--- src/rtl/pipeline_ctrl.sv ---
// Stall/flush sequencer for the 5-stage pipeline.
// Drives register enables/flushes, perf counters and memory-timeout halt.
module pipeline_ctrl #(
  parameter int CNT_W       = 32,
  parameter int WAIT_W      = 8,
  parameter int MEM_TIMEOUT = 255
) (
  input  logic             clk,
  input  logic             reset,
  input  logic             hazard_stall,
  input  logic             branch_taken,
  input  logic             mem_req_MEM,
  input  logic             mem_ready,
  input  logic             imem_ready,
  input  logic             halt_req,
  output logic             pc_en,
  output logic             IF_ID_en,
  output logic             ID_EX_en,
  output logic             EX_MEM_en,
  output logic             MEM_WB_en,
  output logic             IF_ID_flush,
  output logic             ID_EX_flush,
  output logic [1:0]       state,
  output logic             halted,
  output logic             mem_timeout,
  output logic [CNT_W-1:0] stall_cycles,
  output logic [CNT_W-1:0] flush_count
);

  typedef enum logic [1:0] {
    RUN      = 2'b00,
    MEM_WAIT = 2'b01,
    HALT     = 2'b10
  } state_t;

  localparam logic [WAIT_W-1:0] TO_V = WAIT_W'(MEM_TIMEOUT);
  localparam logic [CNT_W-1:0]  CMAX = '1;

  state_t            st_q, st_d;
  logic [WAIT_W-1:0] wait_q, wait_d;
  logic              to_set;
  logic              flush_inc;
  logic              stall_inc;

  always_comb begin
    st_d        = st_q;
    wait_d      = wait_q;
    to_set      = 1'b0;
    flush_inc   = 1'b0;
    pc_en       = 1'b0;
    IF_ID_en    = 1'b0;
    ID_EX_en    = 1'b0;
    EX_MEM_en   = 1'b0;
    MEM_WB_en   = 1'b0;
    IF_ID_flush = 1'b0;
    ID_EX_flush = 1'b0;
    if (!reset) begin
      unique case (st_q)
        RUN, MEM_WAIT: begin
          if (halt_req) begin
            st_d   = HALT;
            wait_d = '0;
          end else if (mem_req_MEM && !mem_ready) begin
            if (st_q == MEM_WAIT && wait_q == TO_V) begin
              st_d   = HALT;
              to_set = 1'b1;
            end else begin
              st_d   = MEM_WAIT;
              wait_d = (st_q == RUN) ? WAIT_W'(1)
                                     : wait_q + WAIT_W'(1);
            end
          end else begin
            // freeze released: resolve this cycle normally
            st_d      = RUN;
            wait_d    = '0;
            pc_en     = 1'b1;
            IF_ID_en  = 1'b1;
            ID_EX_en  = 1'b1;
            EX_MEM_en = 1'b1;
            MEM_WB_en = 1'b1;
            if (branch_taken) begin
              IF_ID_flush = 1'b1;
              ID_EX_flush = 1'b1;
              flush_inc   = 1'b1;
            end else if (hazard_stall) begin
              pc_en       = 1'b0;
              IF_ID_en    = 1'b0;
              ID_EX_flush = 1'b1;
            end else if (!imem_ready) begin
              pc_en       = 1'b0;
              IF_ID_flush = 1'b1;
            end
          end
        end
        HALT: st_d = HALT;
        default: st_d = RUN;
      endcase
    end
  end

  assign stall_inc = !pc_en && (st_q != HALT) && !reset;

  always_ff @(posedge clk) begin
    if (reset) begin
      st_q         <= RUN;
      wait_q       <= '0;
      mem_timeout  <= 1'b0;
      stall_cycles <= '0;
      flush_count  <= '0;
    end else begin
      st_q   <= st_d;
      wait_q <= wait_d;
      if (to_set)
        mem_timeout <= 1'b1;
      if (stall_inc && stall_cycles != CMAX)
        stall_cycles <= stall_cycles + CNT_W'(1);
      if (flush_inc && flush_count != CMAX)
        flush_count <= flush_count + CNT_W'(1);
    end
  end

  assign state  = st_q;
  assign halted = (st_q == HALT) && !reset;

endmodule

--- config.mk ---
export PLATFORM = sky130hd
export DESIGN_NAME = pipeline_ctrl
export DESIGN_NICKNAME = d
export VERILOG_FILES = /design/src/rtl/pipeline_ctrl.sv
export SDC_FILE = /design/constraint.sdc
export NUM_CORES = 1
export LEC_CHECK = 0
export CAP_MARGIN = 20
export CORE_MARGIN = 5
export CORE_UTILIZATION = 35
export CTS_CLUSTER_SIZE = 25
export DETAILED_ROUTE_END_ITERATION = 16
export PLACE_DENSITY = 0.64
export SLEW_MARGIN = 20
export SYNTH_ARGS = -nofsm -noshare
export SYNTH_HDL_FRONTEND = slang
export SYNTH_SLANG_ARGS = --single-unit
export TNS_END_PERCENT = 50
--- constraint.sdc ---
create_clock -name clk -period 2.2 [get_ports clk]
set_input_delay 0.44 -clock clk [delete_from_list [all_inputs] [get_ports clk]]
set_output_delay 0.44 -clock clk [all_outputs]
set_load 0.01 [all_outputs]
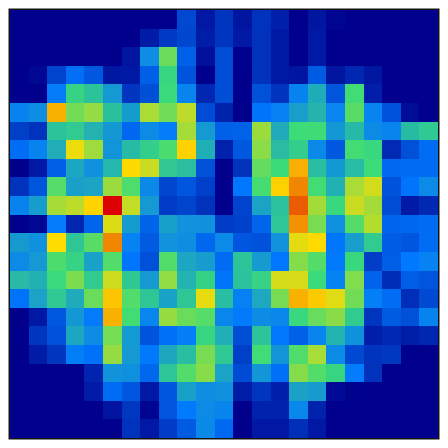
Fig. 1. Signal metal coverage by tile.
23 x 23 tiles, from dark blue (low) to red (high), scaled to the fullest tile. Values are wire area over tile area, all layers added.
fullest tile: 0.53
nearly empty tiles: 21%
emptiest ninth of the die: upper right

==> reports/metrics.yaml <==
synth:
  edf_count: 0
  synth_stat.cells: 460
  top_cells_by_area: "dfxtp_1 (38%), a21oi_1 (6.2%), o31ai_1 (5.4%)"
  syn_avg_cell_area_um2: 8.49
  synth.top_cells.by_count: "dfxtp_1 (75), a21oi_1 (48), nand2_1 (30)"
  top_area_frac: 0.385
  yosysTopAreaCell: "dfxtp_1"
  synthesis.area_mm2: 0.00390
  synth-seq-area-share: 0.385
  netlist_instances: 460
  yosysWarningCount: 0
  syn_nets: 471
  synthArstFlopShare: 0
  numSynthFlops: 75
  yosysMostFrequentCell: "dfxtp_1"
power_and_ir_drop:
  power_clock_mw: 0.965
  comb_power_share: 0.095
  power_mw: 2.59
  p_leak_nw: 1.93
  seq-power_mw: 1.38
  internal_power_mw: 1.92
  power.density_mw_per_mm2: 460
  p_comb_mw: 0.246
  power.switching_mw: 0.666
  power_leader: "registers"
  irDropWorstVdd_mv: 0.250
critical_path:
  reg2reg_slack_ns: 0.08
  cp_slowest_cell: "o41a_1"
  r2r-start: "stall_cycles[0]$_SDFFE_PP0P_"
  path_cells: "ha_1 > nand3_1 > or3_4 > nand3b_4 > o41a_1 > a311oi_1"
  max_stage_delay_ns: 0.44
  crit_type: "reg2reg"
  path_buffers: 0
  worst-path-stages: 6
  startpoint: "stall_cycles[0]$_SDFFE_PP0P_"
  cp-endpoint: "stall_cycles[22]$_SDFFE_PP0P_"
  cp.arrival_ns: 2.37
  r2r_cells: 6
place:
  dp_hpwl_um: 8530
  post-place-cells: 742
  dp_slack_ns: -0.394
  placed_area_mm2: 0.00541
  gp_congestion: 0.817
  io_buffers: 82
final_timing:
  relSlewSlack: 0.685
  grt_setup_unrepaired: "yes"
  tightest_slew_ns: 0.465
  setup_viol: 0
  max_freq_ghz: 0.471
  period_used_share: 0.965
  setup_slack_ns: 0.0780
  fin_crit_ns: 2.12
clock_network:
  cts_made_buffers: 9
  clock_sinks: 75
  cts_setup_buffers: 0
  clk_pin_slew_ns: 0.08
  cts_root_buf: "clkbuf_8"
  max-clock-path-buffers: 2
  cts_max_level: 3
  cts_tree: "done"
global_routing:
  grtUsageMet2: 0.304
  grt_pass1_wl_um: 18900
  use_met1: 0.205
  use_met3: 0.0465
  groute.usage.overall: 0.171
  grt-ovfl-total: 0
  grt_pass1_vias: 4095
hold_path:
  whs_path_depth: 2
  holdPathEnd: "mem_timeout$_SDFFE_PP0P_"
  hp-start: "mem_timeout$_SDFFE_PP0P_"
cells_and_area:
  syn2layout_area_growth_pct: 44.2
  fin_cells: 759
  finish.utilization: 0.517
  nFillCells: 1035
  finalInstanceArea_mm2: 0.00563
  drive_above_1_share: 0.216
  n_antenna_cell: 0
outcome:
  status: "completed"
detailed_routing:
  dr_wl_met2_um: 5710
  wl_met3_um: 607
  highest_layer: "met4"
  wl_per_cell_um: 15.2
  wirelength_um: 11600
  via_per_inst: 5.56
  drtIter0Drc: 262
floorplanning:
  core_area_mm2: 0.0109
  rows: 38
  fp-utilization: 0.359
  chip_area_mm2: 0.0134
  io_pins: 83
  die_w_um: 116
job:
  cap_violations: 0
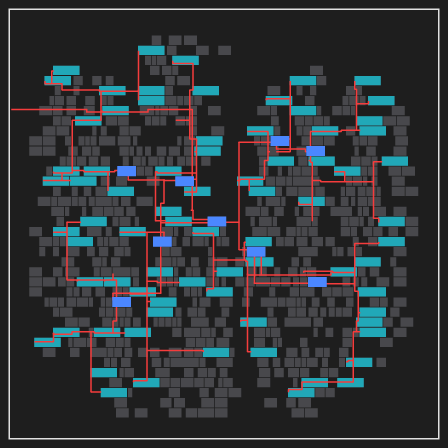
Fig. 2. Clock distribution.
[red] clock wires | length: 995 um
[blue] cells driving clock nets | count: 9
[cyan] flip-flops | count: 75
flops lie: all over the die
routed clock nets: 10
Final Skew: 0.0101 ns
clk latency late pin: 0.34 ns
clock power share: 0.373

-- state kept, by name, summed over array words and instances (netlist names) --
signal / count
stall_cycles: 32
mem_timeout: 1
wait_q: 8
flush_count: 32
state: 2
-- logic make-up (layout without fill, tap and decap cells) --
kind of cell / after synthesis / in the layout / share of synthesized area
AND-OR/OR-AND: 128 / 128 / 0.211
multiplexers: 8 / 8 / 0.0224
XOR/XNOR: 6 / 6 / 0.0135
flip-flops: 75 / 75 / 0.385
AND/OR/NAND/NOR: 209 / 210 / 0.326
buffers and inverters: 31 / 189 / 0.0330
adder cells (fa/ha/maj): 3 / 3 / 0.00962
-- what timing repair did --
item	4_1_cts	5_1_grt
gates cloned	0	1
hold buffers	0	0
pin swaps	0	1
gates resized	15	13
endpoints found under the setup margin	8	19
-- cell usage in the layout (no fill, tap or decap), types with 6 or more instances in the layout --
master | Yosys | routed
nand3_1 | 21 | 21
nand4_1 | 23 | 23
o21ai_0 | 21 | 21
mux2_2 | 6 | 6
or4_1 | 24 | 24
buf_4 | 2 | 80
nand2_1 | 30 | 29
clkbuf_8 | 0 | 10
nor2_1 | 27 | 27
nor2b_1 | 9 | 8
inv_1 | 11 | 11
o31ai_1 | 28 | 28
a21oi_1 | 48 | 48
clkdlybuf4s50_1 | 0 | 72
o311ai_0 | 9 | 9
and4_1 | 8 | 8
or3_1 | 21 | 20
or2_2 | 6 | 6
dfxtp_1 | 75 | 73
-- area by class of cell --
class	count	area [um^2]	area share
Sequential cell	75	1500	0.267
Inverter	11	41.3	0.00733
Timing Repair Buffer	162	1410	0.250
Clock buffer	10	138	0.0244
Tap cell	140	175	0.0311
Clock inverter	6	41.3	0.00733
Multi-Input combinational cell	355	2320	0.413
Power is estimated from default activity; no workload was simulated.
